**config.mk**
```make
export PLATFORM = sky130hd
export DESIGN_NAME = ps2_kbd
export DESIGN_NICKNAME = d
export VERILOG_FILES = /design/src/rtl/ps2_kbd_pkg.sv /design/src/rtl/ps2_rx_frame.sv /design/src/rtl/ps2_kbd.sv
export SDC_FILE = /design/constraint.sdc
export NUM_CORES = 1
export LEC_CHECK = 0
export ABC_AREA = 1
export CAP_MARGIN = 0
export CELL_PAD_IN_SITES_DETAIL_PLACEMENT = 2
export CELL_PAD_IN_SITES_GLOBAL_PLACEMENT = 2
export CORE_ASPECT_RATIO = 1.25
export CORE_MARGIN = 4
export CORE_UTILIZATION = 36
export DETAILED_ROUTE_END_ITERATION = 7
export PLACE_DENSITY = 0.85
export SLEW_MARGIN = 20
export SYNTH_ARGS = -nofsm -noshare
export SYNTH_HDL_FRONTEND = slang
export SYNTH_SLANG_ARGS = --single-unit
export TNS_END_PERCENT = 100
```
**constraint.sdc**
```tcl
create_clock -name clk_i -period 4.1 [get_ports clk_i]
set_clock_uncertainty 0.05 [all_clocks]
set_input_delay 0.82 -clock clk_i [delete_from_list [all_inputs] [get_ports clk_i]]
set_output_delay 0.82 -clock clk_i [all_outputs]
set_load 0.05 [all_outputs]
```
**src/rtl/ps2_kbd_pkg.sv**
```systemverilog
// Shared constants, register map and receiver state encoding for the PS/2 keyboard block.
package ps2_kbd_pkg;

    localparam int   DATA_BUS     = 32;
    localparam logic MEM_READ     = 1'b1;

    localparam logic KBD_REG_DATA = 1'b0;
    localparam logic KBD_REG_STAT = 1'b1;

    localparam int STAT_NONEMPTY  = 0;
    localparam int STAT_FULL      = 1;
    localparam int STAT_OVERFLOW  = 2;
    localparam int STAT_PARITY    = 3;
    localparam int STAT_FRAME     = 4;
    localparam int STAT_CNT_LSB   = 8;

    typedef enum logic [1:0] {
        RX_IDLE   = 2'd0,
        RX_SHIFT  = 2'd1,
        RX_PARITY = 2'd2,
        RX_STOP   = 2'd3
    } rx_state_e;

    // PS/2 uses odd parity over the data byte plus the parity bit.
    function automatic logic odd_parity_ok(input logic [7:0] data, input logic par);
        return ^{data, par};
    endfunction

endpackage

```
**src/rtl/ps2_rx_frame.sv**
```systemverilog
// PS/2 device-to-host deframer: pin synchronizers, falling-edge detect,
// 11-bit frame FSM with mid-frame timeout, parity and stop checks.
module ps2_rx_frame
    import ps2_kbd_pkg::*;
#(
    parameter int TIMEOUT_CYCLES = 50000
) (
    input  logic       clk_i,
    input  logic       rst_i,
    input  logic       ps2_clk_i,
    input  logic       ps2_data_i,
    output logic       byte_valid_o,
    output logic [7:0] byte_o,
    output logic       parity_err_o,
    output logic       frame_err_o
);

    localparam int TMO_W = $clog2(TIMEOUT_CYCLES + 1);

    logic [1:0]       clk_sync_q;
    logic [1:0]       data_sync_q;
    logic             clk_prev_q;
    rx_state_e        state_q, state_d;
    logic [2:0]       bit_cnt_q, bit_cnt_d;
    logic [7:0]       shift_q, shift_d;
    logic             par_q, par_d;
    logic [TMO_W-1:0] tmo_q, tmo_d;
    logic             byte_valid_q, byte_valid_d;
    logic [7:0]       byte_q, byte_d;
    logic             perr_q, perr_d;
    logic             ferr_q, ferr_d;
    logic             fall_s;
    logic             bit_s;
    logic             timeout_s;

    assign fall_s    = clk_prev_q & ~clk_sync_q[1];
    assign bit_s     = data_sync_q[1];
    assign timeout_s = (state_q != RX_IDLE) && (tmo_q == TMO_W'(TIMEOUT_CYCLES));

    // Two-flop synchronizers plus previous-clock flop; idle line level is 1.
    always_ff @(posedge clk_i or posedge rst_i) begin
        if (rst_i) begin
            clk_sync_q  <= 2'b11;
            data_sync_q <= 2'b11;
            clk_prev_q  <= 1'b1;
        end else begin
            clk_sync_q  <= {clk_sync_q[0], ps2_clk_i};
            data_sync_q <= {data_sync_q[0], ps2_data_i};
            clk_prev_q  <= clk_sync_q[1];
        end
    end

    // Frame state and datapath registers.
    always_ff @(posedge clk_i or posedge rst_i) begin
        if (rst_i) begin
            state_q      <= RX_IDLE;
            bit_cnt_q    <= 3'd0;
            shift_q      <= 8'h00;
            par_q        <= 1'b0;
            tmo_q        <= '0;
            byte_valid_q <= 1'b0;
            byte_q       <= 8'h00;
            perr_q       <= 1'b0;
            ferr_q       <= 1'b0;
        end else begin
            state_q      <= state_d;
            bit_cnt_q    <= bit_cnt_d;
            shift_q      <= shift_d;
            par_q        <= par_d;
            tmo_q        <= tmo_d;
            byte_valid_q <= byte_valid_d;
            byte_q       <= byte_d;
            perr_q       <= perr_d;
            ferr_q       <= ferr_d;
        end
    end

    // Next-state logic; result pulses default low.
    always_comb begin
        state_d      = state_q;
        bit_cnt_d    = bit_cnt_q;
        shift_d      = shift_q;
        par_d        = par_q;
        byte_valid_d = 1'b0;
        byte_d       = byte_q;
        perr_d       = 1'b0;
        ferr_d       = 1'b0;

        if (fall_s || (state_q == RX_IDLE)) begin
            tmo_d = '0;
        end else if (timeout_s) begin
            tmo_d = tmo_q;
        end else begin
            tmo_d = tmo_q + TMO_W'(1);
        end

        case (state_q)
            RX_IDLE: begin
                if (fall_s && !bit_s) begin
                    state_d   = RX_SHIFT;
                    bit_cnt_d = 3'd0;
                end else begin
                    state_d   = RX_IDLE;
                end
            end
            RX_SHIFT: begin
                if (fall_s) begin
                    shift_d   = {bit_s, shift_q[7:1]};
                    bit_cnt_d = bit_cnt_q + 3'd1;
                    if (bit_cnt_q == 3'd7) begin
                        state_d = RX_PARITY;
                    end else begin
                        state_d = RX_SHIFT;
                    end
                end else if (timeout_s) begin
                    state_d = RX_IDLE;
                end else begin
                    state_d = RX_SHIFT;
                end
            end
            RX_PARITY: begin
                if (fall_s) begin
                    par_d   = bit_s;
                    state_d = RX_STOP;
                end else if (timeout_s) begin
                    state_d = RX_IDLE;
                end else begin
                    state_d = RX_PARITY;
                end
            end
            RX_STOP: begin
                if (fall_s) begin
                    state_d      = RX_IDLE;
                    perr_d       = ~odd_parity_ok(shift_q, par_q);
                    ferr_d       = ~bit_s;
                    byte_valid_d = bit_s & odd_parity_ok(shift_q, par_q);
                    byte_d       = shift_q;
                end else if (timeout_s) begin
                    state_d = RX_IDLE;
                end else begin
                    state_d = RX_STOP;
                end
            end
            default: begin
                state_d = RX_IDLE;
            end
        endcase
    end

    assign byte_valid_o = byte_valid_q;
    assign byte_o       = byte_q;
    assign parity_err_o = perr_q;
    assign frame_err_o  = ferr_q;

endmodule

```
**src/rtl/ps2_kbd.sv**
```systemverilog
// Memory-mapped PS/2 keyboard receiver: scancode FIFO, sticky error flags
// and the DATA/STATUS register interface on the CPU peripheral bus.
module ps2_kbd
    import ps2_kbd_pkg::*;
#(
    parameter int FIFO_DEPTH     = 8,
    parameter int TIMEOUT_CYCLES = 50000
) (
    input  logic                clk_i,
    input  logic                rst_i,
    input  logic                ena_i,
    input  logic                rw_i,
    input  logic [DATA_BUS-1:0] addr_i,
    output logic [DATA_BUS-1:0] rdata_o,
    input  logic [DATA_BUS-1:0] wdata_i,
    input  logic                ps2_clk_i,
    input  logic                ps2_data_i
);

    localparam int PTR_W = $clog2(FIFO_DEPTH);
    localparam int CNT_W = PTR_W + 1;

    logic [7:0]          mem_q [FIFO_DEPTH];
    logic [PTR_W-1:0]    wr_ptr_q, wr_ptr_d;
    logic [PTR_W-1:0]    rd_ptr_q, rd_ptr_d;
    logic [CNT_W-1:0]    count_q, count_d;
    logic                ovf_q, ovf_d;
    logic                perr_q, perr_d;
    logic                ferr_q, ferr_d;
    logic [DATA_BUS-1:0] rdata_q, rdata_d;

    logic                rx_valid_s;
    logic [7:0]          rx_byte_s;
    logic                rx_perr_s;
    logic                rx_ferr_s;
    logic                addr_ok_s;
    logic                rd_s;
    logic                stat_wr_s;
    logic                empty_s;
    logic                full_s;
    logic                pop_s;
    logic                push_s;
    logic [DATA_BUS-1:0] stat_s;
    logic                unused_s;

    ps2_rx_frame #(
        .TIMEOUT_CYCLES(TIMEOUT_CYCLES)
    ) u_rx (
        .clk_i        (clk_i),
        .rst_i        (rst_i),
        .ps2_clk_i    (ps2_clk_i),
        .ps2_data_i   (ps2_data_i),
        .byte_valid_o (rx_valid_s),
        .byte_o       (rx_byte_s),
        .parity_err_o (rx_perr_s),
        .frame_err_o  (rx_ferr_s)
    );

    assign addr_ok_s = (addr_i[DATA_BUS-1:1] == '0);
    assign rd_s      = ena_i && (rw_i == MEM_READ) && addr_ok_s;
    assign stat_wr_s = ena_i && (rw_i != MEM_READ) && addr_ok_s && (addr_i[0] == KBD_REG_STAT);
    assign empty_s   = (count_q == '0);
    assign full_s    = (count_q == CNT_W'(FIFO_DEPTH));
    assign pop_s     = rd_s && (addr_i[0] == KBD_REG_DATA) && !empty_s;
    // A pop in the same cycle frees a slot, so a full FIFO still accepts the byte.
    assign push_s    = rx_valid_s && (!full_s || pop_s);
    assign unused_s  = ^{wdata_i[DATA_BUS-1:5], wdata_i[1:0]};

    // STATUS register image.
    always_comb begin
        stat_s                = '0;
        stat_s[STAT_NONEMPTY] = ~empty_s;
        stat_s[STAT_FULL]     = full_s;
        stat_s[STAT_OVERFLOW] = ovf_q;
        stat_s[STAT_PARITY]   = perr_q;
        stat_s[STAT_FRAME]    = ferr_q;
        stat_s[STAT_CNT_LSB +: 4] = 4'(count_q);
    end

    // FIFO pointers/count, sticky flags and read data next state.
    always_comb begin
        wr_ptr_d = push_s ? (wr_ptr_q + PTR_W'(1)) : wr_ptr_q;
        rd_ptr_d = pop_s  ? (rd_ptr_q + PTR_W'(1)) : rd_ptr_q;

        case ({push_s, pop_s})
            2'b10:   count_d = count_q + CNT_W'(1);
            2'b01:   count_d = count_q - CNT_W'(1);
            default: count_d = count_q;
        endcase

        // Clears are applied first so a same-cycle set event wins.
        ovf_d  = (stat_wr_s && wdata_i[STAT_OVERFLOW]) ? 1'b0 : ovf_q;
        perr_d = (stat_wr_s && wdata_i[STAT_PARITY])   ? 1'b0 : perr_q;
        ferr_d = (stat_wr_s && wdata_i[STAT_FRAME])    ? 1'b0 : ferr_q;
        if (rx_valid_s && !push_s) begin
            ovf_d = 1'b1;
        end else begin
            ovf_d = ovf_d;
        end
        if (rx_perr_s) begin
            perr_d = 1'b1;
        end else begin
            perr_d = perr_d;
        end
        if (rx_ferr_s) begin
            ferr_d = 1'b1;
        end else begin
            ferr_d = ferr_d;
        end

        if (!(ena_i && (rw_i == MEM_READ))) begin
            rdata_d = rdata_q;
        end else if (!addr_ok_s) begin
            rdata_d = '0;
        end else if (addr_i[0] == KBD_REG_STAT) begin
            rdata_d = stat_s;
        end else if (!empty_s) begin
            rdata_d = {{(DATA_BUS-8){1'b0}}, mem_q[rd_ptr_q]};
        end else begin
            rdata_d = '0;
        end
    end

    // Control and bus registers.
    always_ff @(posedge clk_i or posedge rst_i) begin
        if (rst_i) begin
            wr_ptr_q <= '0;
            rd_ptr_q <= '0;
            count_q  <= '0;
            ovf_q    <= 1'b0;
            perr_q   <= 1'b0;
            ferr_q   <= 1'b0;
            rdata_q  <= '0;
        end else begin
            wr_ptr_q <= wr_ptr_d;
            rd_ptr_q <= rd_ptr_d;
            count_q  <= count_d;
            ovf_q    <= ovf_d;
            perr_q   <= perr_d;
            ferr_q   <= ferr_d;
            rdata_q  <= rdata_d;
        end
    end

    // FIFO storage; contents are don't-care while count is zero.
    always_ff @(posedge clk_i) begin
        if (push_s) begin
            mem_q[wr_ptr_q] <= rx_byte_s;
        end
    end

    assign rdata_o = rdata_q;

endmodule
```
==> run_1/final_placement.png <==
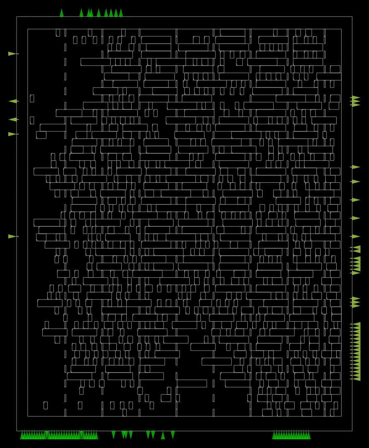
final core area utilization: 45.0%
num rows: 53
total number of sequential cells: 135
count of inserted tapcells: 220
Core ar.: 16800 sq um

==> run_1/drive_strength.png <==
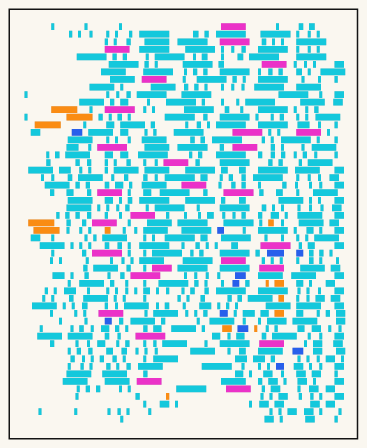
drive 2: shown in orange, cells 14, share 2.0%. drive 1 or less: shown in cyan, cells 658, share 93%. drive 6 and up: shown in magenta, cells 27, share 3.8%. drive 3 to 4: shown in blue, cells 11, share 1.5%.
total non-filler cell area in the finished layout: 7580 sq um
min setup slack post-route: 849 ps
Area Overhead vs Synth: 23.0%
number of buffers outside the clock class in the layout: 56

==> run_1/pins.png <==
Scale bar: 20 microns. Pins as bars across the die edge, other pins in grey.
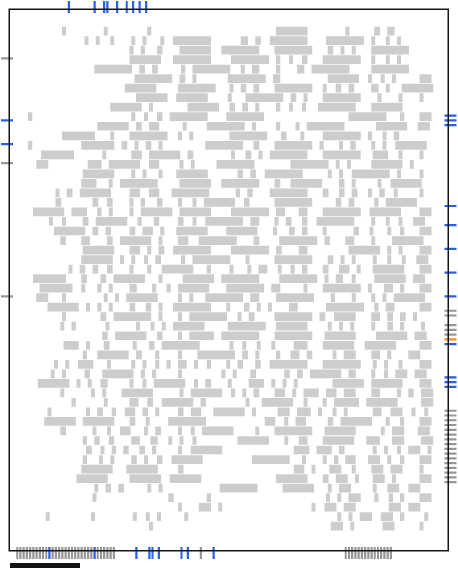
ena_i: shown in orange, pins 1, direction input, edge right. rdata_o: shown in blue, pins 32, direction output, edge 12 right, 9 top, 9 bottom, 2 left.
horizontal extent of the die: 125 microns
height of the die: 154 microns

==> run_1/zoom.png <==
Window x 84 to 104, y 106 to 126 microns. Cells in grey, sequential cells in the stronger grey; small squares are vias.
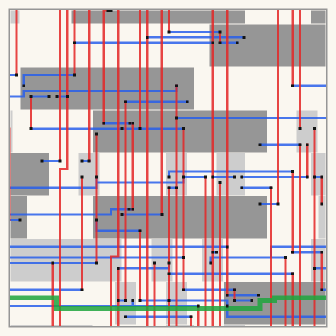
met3: shown in green. met2: shown in red. met1: shown in blue.
Most frequent: nand2_1 (5), edfxtp_1 (5). Netlist names of flops here include mem_q (5). Sequential cells in the window: 5. 15 logic cells have their middle in the window.

run 1: layer usage:
layer,track usage (%),vias to the layer above
met5,0,-
met4,6.97,0
met3,4.56,33
met2,37.9,97
met1,21.7,2441
li1,-,2186
run 1: cell families (layout without fill, tap and decap cells):
kind of cell | Yosys count | after routing
and+or+nand+nor | 298 | 298
DFF | 135 | 135
xor gates and xnor gates | 16 | 16
other | 1 | 20
AOI/OAI and AO/OA | 91 | 91
adders and majority gates | 10 | 10
buffers and inverters | 88 | 140
run 1: through the flow:
| step | cell area, sq um | hold slack, ps | power [uW] | setup slack [ps] |
|---|---|---|---|---|
| 3_3_place_gp | 6840 | 295 | 2130 | 677 |
| 3_5_place_dp | 6840 | 299 | 2200 | 476 |
| 6_report | 7580 | 306 | 4090 | 849 |
| 2_1_floorplan | 6230 | 295 | 2020 | 1340 |
| 4_1_cts | 7580 | 309 | 4130 | 832 |
| 5_1_grt | 7580 | 315 | 4280 | 595 |
run 1: worst reg2reg max path, stage by stage, from the launching register on:
cell	delay, ps
dfrtp_1	400
inv_1	150
nand2_2	90
nor3_2	230
nor2_2	130
nand3_4	150
nand2_4	90
nand2_4	140
ha_1	220
ha_1	250
nand2_1	70
nand2_1	50
a21oi_1	220
o21bai_1	110
a21oi_1	200
xor2_1	180
run 1: final cells by class:
class | count | area [sq um] | share of cell area, %
Clock buffer | 19 | 433 | 5.71
Inverter | 52 | 195 | 2.58
Tap cell | 220 | 275 | 3.63
Clock inverter | 13 | 299 | 3.95
Timing Repair Buffer | 56 | 563 | 7.43
Multi-Input combinational cell | 435 | 2110 | 27.8
Sequential cell | 135 | 3700 | 48.9
==> writeup.txt, run 1 <==
Counting flops with a built-in enable in the synthesized netlist gives 64. The number of clock sinks was 135. Sorting the synthesized cells by area gives the leading types as edfxtp_1, dfrtp_1, nand2_1.

The endpoint with the worst hold slack is u_rx.data_sync_q[1]$_DFF_PP1_. STA classifies the critical path startpoint as an input port. STA lists the endpoint of the worst register-to-register path as count_q[3]$_DFFE_PP0P_. Combinational cells account for 13.6% of the total power. The synthesized netlist devotes 2.15% of its cell area to adder and majority cells. The layout filler cell count was 1801; the switching power total was 1050 uW. The report puts the hold buffer count at CTS at 0. The floorplan utilization was 36.6%.

For the combinational group, total power comes out at 556 uW. The cell-mix breakdown from Yosys lists the compound-gate area share as 8.17%. Power in the clock group: 1920 uW. The biggest power consumer among the groups was clock.

After the first detailed-routing iteration, the DRC count stood at 359. After detailed routing, the met2 layer carries 10300 microns of wire. The required time of the critical path was 4400 ps; the final critical-path required period was 3250 ps. In this run the number of H-tree levels came out at 4. Per STA, the highest per-stage delay on the worst path measures 410 ps.

The flow reports that sequential cells draw 39.6% of the design power. The worst reg-to-reg setup slack came out at 1280 ps. The fraction of final layout cells with drive strength greater than 1 was 7.32%. Parity-gate share of the synthesized area counting xor and xnor cells: 2.28%. The slowest stage of the critical path belongs to the cell clkdlybuf4s50_1. With the count of cells along the worst register-to-register path at 15, the achievable clock frequency is 0.308 GHz. The fraction of synthesized cell area taken by the top area cell type is 31.2%. A synthesized cell averages 9.64 sq um. Summed over all cells, the static leakage comes to 0.00312 uW. The total via count after detailed routing is 4757, and the count of antenna diodes in the layout is 0. The most critical setup path has its startpoint at addr_i[22]. I/O pin total: 102.

Detailed placement finished with a half-perimeter wire length of 12600 microns. The worst-case headroom to the max-slew limit was 31.9%; the maximum resistive drop on vdd was 352 uV. The share of the clock period used by the worst path after layout is 79.3%. Grouping non-sequential cells by family puts the most area in simple AND/OR/NAND/NOR gates. After detailed routing, the met3 layer carries 606 microns of wire. The pin closest to its max-slew limit shows a slew of 1020 ps. The maximum buffer depth of the clock tree came out at 2. The tools report the placed instance count as 898. Top routing layer in use: met4. Summing all multiplexer cells gives an area fraction of 0%. The commonest register cell is dfrtp_1.

With the max-cap violation count at 0, the length of the first detailed-routing pass in iterations is 4. Sorting the synthesized cells by how often they occur yields nand2_1, nor2_1, dfrtp_1, edfxtp_1, o21ai_0. For reference, the critical path is captured by count_q[3]$_DFFE_PP0P_. The worst setup path is of the input port to flip-flop kind.

Recorded from the global router log, the overflow total was 0. The run gives 52.6% for the async set or reset register ratio after synthesis. The count of cells in the finished layout, fillers not included, comes to 930. The largest total area in the synthesized netlist belongs to edfxtp_1. The classification of the worst-slack hold path is flip-flop to flip-flop.

The leading cell type in the layout, fill and taps excluded is nand2_1. The run finished with clean final reports. The final timing report lists a max-slew violation count of 0. The final number of setup-violating endpoints is 0. Counting flops per register, the top entry is mem_q.

Endpoints failing hold in the final report were tallied at 0. The worst hold path was traced through 0 stages.
==> run_1/density.png <==
The die is cut into 12 by 15 equal tiles; white is low, dark blue is high, 0 to 100% covered.
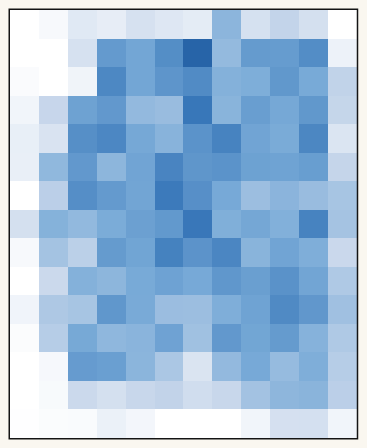

==> run 2, diff against run 1 <==
--- a/config.mk
+++ b/config.mk
@@ -11,9 +11,9 @@
 export CELL_PAD_IN_SITES_GLOBAL_PLACEMENT = 2
 export CORE_ASPECT_RATIO = 1.25
 export CORE_MARGIN = 4
-export CORE_UTILIZATION = 36
+export CORE_UTILIZATION = 33
 export DETAILED_ROUTE_END_ITERATION = 7
-export PLACE_DENSITY = 0.85
+export PLACE_DENSITY = 0.79
 export SLEW_MARGIN = 20
 export SYNTH_ARGS = -nofsm -noshare
 export SYNTH_HDL_FRONTEND = slang
==> constraint.sdc (replaced) <==
create_clock -name clk_i -period 3.2 [get_ports clk_i]
set_clock_uncertainty 0.05 [all_clocks]
set_input_delay 0.64 -clock clk_i [delete_from_list [all_inputs] [get_ports clk_i]]
set_output_delay 0.64 -clock clk_i [all_outputs]
set_load 0.05 [all_outputs]
==> run_2/density.png <==
The die is cut into 13 by 16 equal tiles; white is low, dark blue is high, 0 to 100% covered.
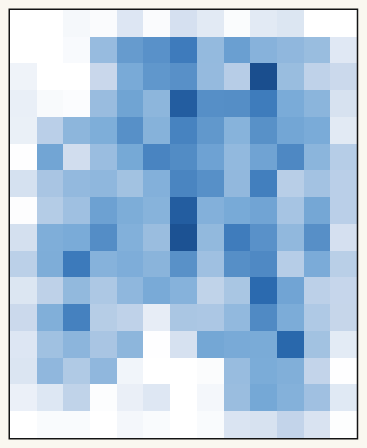
The fullest tile reaches 88%. The mean over all tiles is 35%. The densest ninth of the die: middle. 10% of the tiles are nearly empty. 2.9% of the tiles are over 75% full.
final core area utilization: 41.4%
floorplan utilization: 33.8%
Core ar.: 18200 sq um

==> run_2/drive_strength.png <==
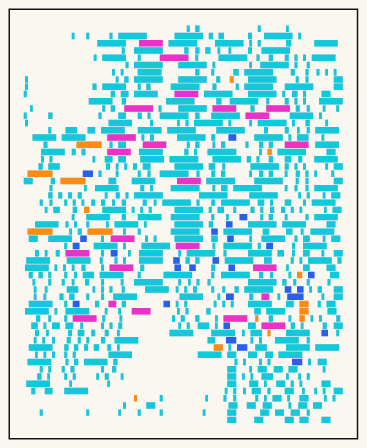
drive 2: shown in orange, cells 16, share 2.2%. drive 3 to 4: shown in blue, cells 27, share 3.7%. drive 1 or less: shown in cyan, cells 656, share 91%. drive 6 and up: shown in magenta, cells 23, share 3.2%.
min setup slack post-route: 320 ps
total non-filler cell area in the finished layout: 7550 sq um
Area Overhead vs Synth: 22.5%
number of buffers outside the clock class in the layout: 68

==> run 2 against run 1 <==
Compared with the run above: area after synthesis unchanged; synthesized cell count stayed put; largest cell class unchanged; sequential power grew 28%.
==> writeup.txt, run 2 <==
The flow ran to the end, and the final reports show no timing, DRC or antenna violations. Dividing the final minimum period by the clock period gives 90.0%. The main area contributors are edfxtp_1, dfrtp_1, nand2_1. Counting flops per register, the top entry is mem_q. The endpoint with the worst hold slack was u_rx.clk_sync_q[1]$_DFF_PP1_. The run gives 12100 microns (-3.9%) as the final HPWL from detailed placement. The total met2 wirelength after detailed routing was 9930 microns (-3.2%); the final hold violation count was 0 (unchanged).

For the I/O pin total, the log shows 102 (unchanged). Yosys reports that the most numerous cell types are nand2_1, nor2_1, dfrtp_1, edfxtp_1, o21ai_0. STA classifies the critical path startpoint as an input port. The final number of setup-violating endpoints came out at 0 (unchanged). The maximum buffer depth of the clock tree is 2 (unchanged).

The startpoint of the most critical setup path is addr_i[29]. The placed instance count is 918 (+2.2%). The cell leakage power came out at 0.00311 uW (-0.37%).

The count of flip-flops with a built-in enable after synthesis works out to 64 (unchanged). Hold-critical path depth: 0 (unchanged). The run gives 0 (unchanged) as the count of antenna diodes in the layout. The synthesized area divided by synthesized cell count came out at 9.64 sq um (unchanged). With the required time of the critical path at 3490 ps (-910 ps), the final standard cell count with taps included and fillers excluded is 950 (+2.2%). The area after detailed placement was 6940 sq um (+1.5%).

For reference, the most critical setup path is categorized as input port to flip-flop. For the met1 global-route usage, the log shows 19.1% (-2.6 points). Worst min-delay path startpoint: u_rx.clk_sync_q[0]$_DFF_PP1_. Worst-case headroom to the max-slew limit: 34.6% (+2.7 points). The type recorded for the worst min-delay path is flip-flop to flip-flop. The tools report the total via count after detailed routing as 4740 (-0.36%). With the remaining global-route overflow at 0 (unchanged), the number of violations reported at the end of detailed-routing iteration 0 is 220 (-39%). The logs give 411 uV (+17%) for the maximum resistive drop on vdd and 4820 uW (+18%) for the total power. The number of rows in the core area came out at 55 (+3.8%).

The tools report the deepest level of the CTS H-tree as 4 (unchanged). The top routing layer in use is met4. The flow reports an fmax of 0.347 GHz. The measured slew at the worst slew-check pin came out at 975 ps (-46.0 ps).

The most heavily used metal layer in global routing was met2. The clock period could shrink to 2880 ps. The worst slack at placement was -66.1 ps (-542 ps). For the final hold slack, the log shows 309 ps (+2.37 ps). The run gives 130 microns (+4.2%) for the die outline width. The run gives 15 (unchanged) for the count of cells along the worst register-to-register path.

With the met3 usage at 4.13% (-0.43 points), the fraction of synthesized cell area taken by the top area cell type is 31.2% (unchanged). The die height was 161 microns (+4.2%); the met2 usage in global routing was 33.3% (-4.6 points). The run gives 0 (unchanged) as the hold buffer count at CTS.

The most frequently used flop master after synthesis is dfrtp_1. The run gives 135 (unchanged) as the number of clock sinks.
==> run_2/zoom.png <==
Window x 88 to 108, y 111 to 131 microns. Cells in grey, sequential cells in the stronger grey; small squares are vias.
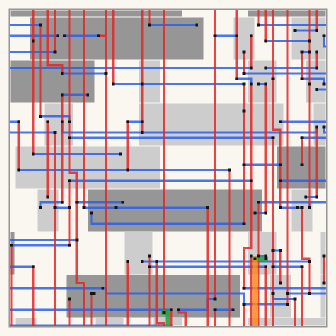
met2: shown in red. met1: shown in blue. met4: shown in orange. met3: shown in green.
16 logic cells have their middle in the window. Most frequent: nand2_1 (3), edfxtp_1 (3). Netlist names of flops here include mem_q (3). Sequential cells in the window: 3.

## run 2: worst max-delay path by stage
stage / to / slack (ps) / cells past startpoint
3_5_place_dp: count_q[3]$_DFFE_PP0P_ / -70 / 17
4_1_cts: count_q[3]$_DFFE_PP0P_ / 290 / 17
5_1_grt: count_q[3]$_DFFE_PP0P_ / 80 / 17
6_report: count_q[3]$_DFFE_PP0P_ / 320 / 17
2_1_floorplan: count_q[3]$_DFFE_PP0P_ / 620 / 16
3_3_place_gp: count_q[3]$_DFFE_PP0P_ / 70 / 17
## run 2: kinds of logic (layout without fill, tap and decap cells)
family          after synthesis  count (layout)  share of synthesized area [%]
xor+xnor                     16              16                           2.28
fa+ha+maj                    10              10                           2.15
buf+inv                      88             152                           6.83
other cells                   1              20                         0.0609
flops                       135             135                           60.1
simple gates                298             298                           20.4
compound gates               91              91                           8.17
## run 2: report_power, final
part | internal [uW] | switching (uW) | leakage (uW)
Clock | 1230 | 784 | 0.000283
Combinational | 261 | 471 | 0.00135
Sequential | 1950 | 131 | 0.00147
Total | 3430 | 1390 | 0.00311
## run 2: worst max-delay path: stages
cell	delay [ps]
clkdlybuf4s50_1	420
nor2_1	110
nand2_1	60
nor2_1	110
nand2_1	110
nor2_4	150
nand3_4	120
nand2_4	120
nand2_4	50
ha_1	220
ha_1	290
nand2_1	70
nand2_1	60
a21oi_1	190
o21bai_1	90
a21oi_1	170
xor2_1	180
## run 2: layout make-up
cell class / instances / area, sq um
fillers: 1980 / 10700
flip-flops and latches: 135 / 3700
multi-input cells: 435 / 2110
repair buffers: 68 / 653
clock buffers: 17 / 425
well taps: 228 / 285
inverters: 52 / 195
clock inverters: 15 / 178
==> run_2/final_placement.png <==
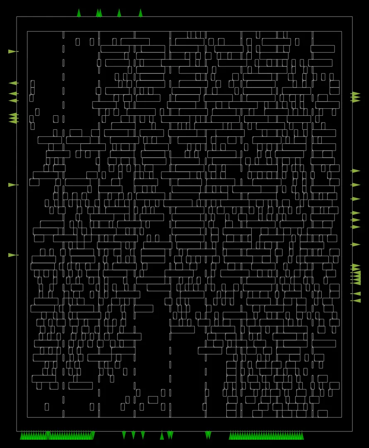

==> run 3, diff against run 2 <==
--- a/config.mk
+++ b/config.mk
@@ -10,7 +10,6 @@
 export CELL_PAD_IN_SITES_DETAIL_PLACEMENT = 2
 export CELL_PAD_IN_SITES_GLOBAL_PLACEMENT = 2
 export CORE_ASPECT_RATIO = 1.25
-export CORE_MARGIN = 4
 export CORE_UTILIZATION = 33
 export DETAILED_ROUTE_END_ITERATION = 7
 export PLACE_DENSITY = 0.79
==> run_3/final_placement.png <==
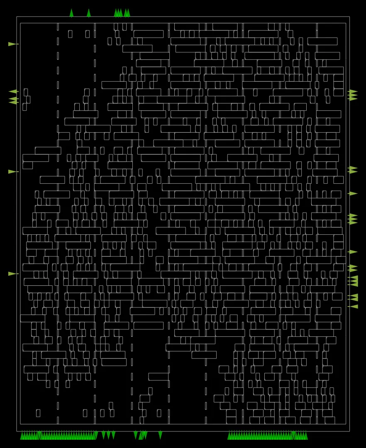
number of non-filler instances in the completed layout: 950
num rows: 55
FILL cells: 1964
final core area utilization: 41.2%
fraction of area in registers: 49.5%

==> run_3/pins.png <==
Scale bar: 20 microns. Pins as bars across the die edge, other pins in grey.
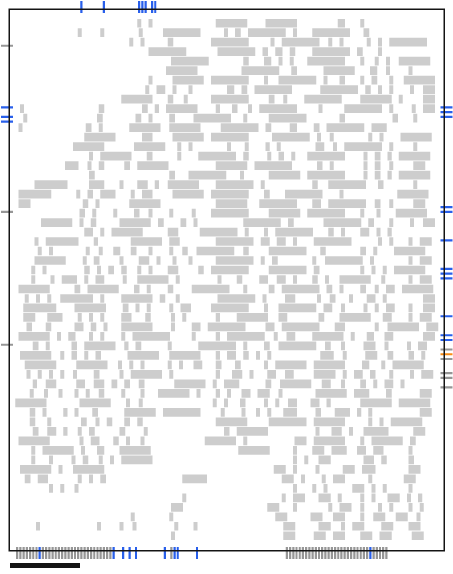
rdata_o: shown in blue, pins 32, direction output, edge 12 right, 10 bottom, 7 top, 3 left. ena_i: shown in orange, pins 1, direction input, edge right.
height of the die: 155 microns
number of I/O port buffers: 52
horizontal extent of the die: 124 microns

==> run_3/drive_strength.png <==
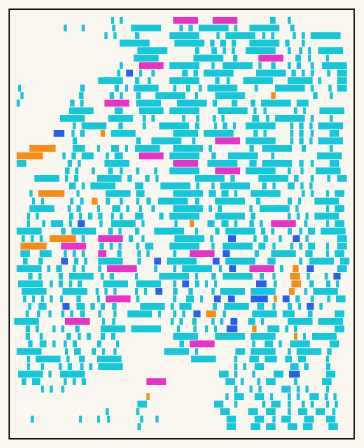
drive 2: shown in orange, cells 18, share 2.5%. drive 3 to 4: shown in blue, cells 25, share 3.5%. drive 6 and up: shown in magenta, cells 20, share 2.8%. drive 1 or less: shown in cyan, cells 659, share 91%.
min setup slack post-route: 226 ps
Area Overhead vs Synth: 21.5%
total non-filler cell area in the finished layout: 7480 sq um

==> run 3 against run 2 <==
Compared with the run above: die area is 8.2% lower; cell area fell by 0.86%; combinational power down 3.4%; hold slack worse by 3.0 ps; flip-flop count is the same; fmax shrank 3.2%; sequential power hardly changed; global-route usage grew 1.4 points; synthesized cell count is the same; largest cell class unchanged.
==> writeup.txt, run 3 <==
The run finished with clean final reports. The aoi/oai-family share of the synthesized area works out to 8.17% (unchanged). Fraction of synthesized cell area taken by the top area cell type: 31.2% (unchanged).

The met3 usage is 4.32% (+0.20 points). The parity-gate share of the synthesized area counting xor and xnor cells is 2.28% (unchanged). The floorplan utilization came out at 33.9% (+0.13 points).

The logs give 0 (unchanged) for the final number of setup-violating endpoints and 37.5% (+4.1 points) for the met2 usage in global routing. The hold buffer count at CTS is 0 (unchanged). The final critical-path required period is 2970 ps (+94.0 ps), and the longest individual stage delay on the worst path is 400 ps (-20 ps).

The run gives 6940 sq um (unchanged) for the area after detailed placement. The area taken by flip-flops and latches was 3700 sq um (unchanged); the multiplexer fraction of the synthesized cell area was 0% (unchanged). The cell that appears most often on the critical path is nand2_1. The run gives 0 (unchanged) for the final hold violation count.

The area fraction in and, or, nand and nor cells after synthesis is 20.4% (unchanged), and the power dissipated in combinational cells is 707 uW (-3.4%). The share of the clock period used by the worst path after layout was 92.9% (+2.9 points). The switching power total was 1320 uW (-4.8%).

The setup path with the least slack is of type input port to flip-flop. For the count of antenna diodes in the layout, the log shows 0 (unchanged). With the worst slack at placement at -221 ps (-155 ps), the met1 global-route usage is 19.7% (+0.68 points). The top register by number of flip-flops was mem_q. The slowest library cell on the worst path was clkdlybuf4s50_1.

The adder-cell share of the synthesized area works out to 2.15% (unchanged). Core footprint: 18200 sq um (-0.38%). The run gives 1800 uW (-10%) for the power in the clock group.

The tools report the I/O pin total as 102 (unchanged). The report lists the cells along the critical path as clkdlybuf4s50_1 -> nor2_1 -> nand2_1 -> nor2_1 -> nand2_1 -> nor2_4 -> nand3_4 -> nand2_4 -> nand2_4 -> ha_1 -> ha_1 -> nand2_1 -> nand2_1 -> a21oi_1 -> o21bai_1 -> a21oi_1 -> xor2_1. The tools report the total via count after detailed routing as 4663 (-1.6%). In the synthesized netlist the dominant register cell turns out to be dfrtp_1.

Logic area: 2110 sq um (unchanged). The run gives 135 (unchanged) for the number of clock sinks. STA classifies the critical path startpoint as an input port. Ranked by total cell area, the synthesized netlist is headed by edfxtp_1, dfrtp_1, nand2_1.

The top routing layer in use was met4. The clock power share was 39.3% (-2.4 points). The logs give 15.4% (+0.2 points) for the portion of total power attributed to combinational logic and 33.3% (-1.3 points) for the worst-case headroom to the max-slew limit.
==> run 3: cell types whose count changed in the layout (fill, tap and decap cells not counted) <==
| cell | before | now |
|---|---|---|
| bufinv_16 | 3 | 1 |
| clkinv_1 | 3 | 5 |
| clkinv_2 | 2 | 4 |
| clkinv_4 | 3 | 1 |
| inv_1 | 47 | 48 |
| inv_6 | 2 | 1 |
==> run 3: layout make-up <==
class,count,area share (%)
clock buffer,17,5.69
inverter,52,2.61
timing repair buffer,68,8.73
clock inverter,15,1.51
tap,228,3.81
multi-input combinational,435,28.1
sequential,135,49.5
==> run 3: stage by stage <==
stage	hold slack, ps	util [%]	std cells	total power, uW	setup TNS (ps)
global placement	297	38.2	918	2740	0
CTS	308	41.2	950	4640	0
detailed placement	299	38.2	918	2820	-221
floorplan	295	-	658	2590	0
global route	313	41.2	950	4800	0
finish	306	41.2	950	4580	0
==> run 3: critical path: cells and delay by family <==
family	cells	cell delay [ps]
xor gates and xnor gates	1	200
buffers and inverters	1	400
adders and majority gates	2	520
and+or+nand+nor	10	970
AOI/OAI and AO/OA	3	540
==> run 3: path summary, 6_finish.rpt <==
check / start / endpoint / depth (start not counted)
worst max-delay path: addr_i[30] / count_q[3]$_DFFE_PP0P_ / 17
worst min-delay path: u_rx.clk_sync_q[0]$_DFF_PP1_ / u_rx.clk_sync_q[1]$_DFF_PP1_ / 0
worst max register to register: count_q[1]$_DFFE_PP0P_ / count_q[3]$_DFFE_PP0P_ / 15
worst min register to register: u_rx.clk_sync_q[0]$_DFF_PP1_ / u_rx.clk_sync_q[1]$_DFF_PP1_ / 0
max in group asynchronous: rst_i / u_rx.clk_prev_q$_DFF_PP1_ / 3
min in group asynchronous: rst_i / u_rx.tmo_q[7]$_DFFE_PP0P_ / 3
Power figures rest on the tool's default switching activity, not on a simulated workload.
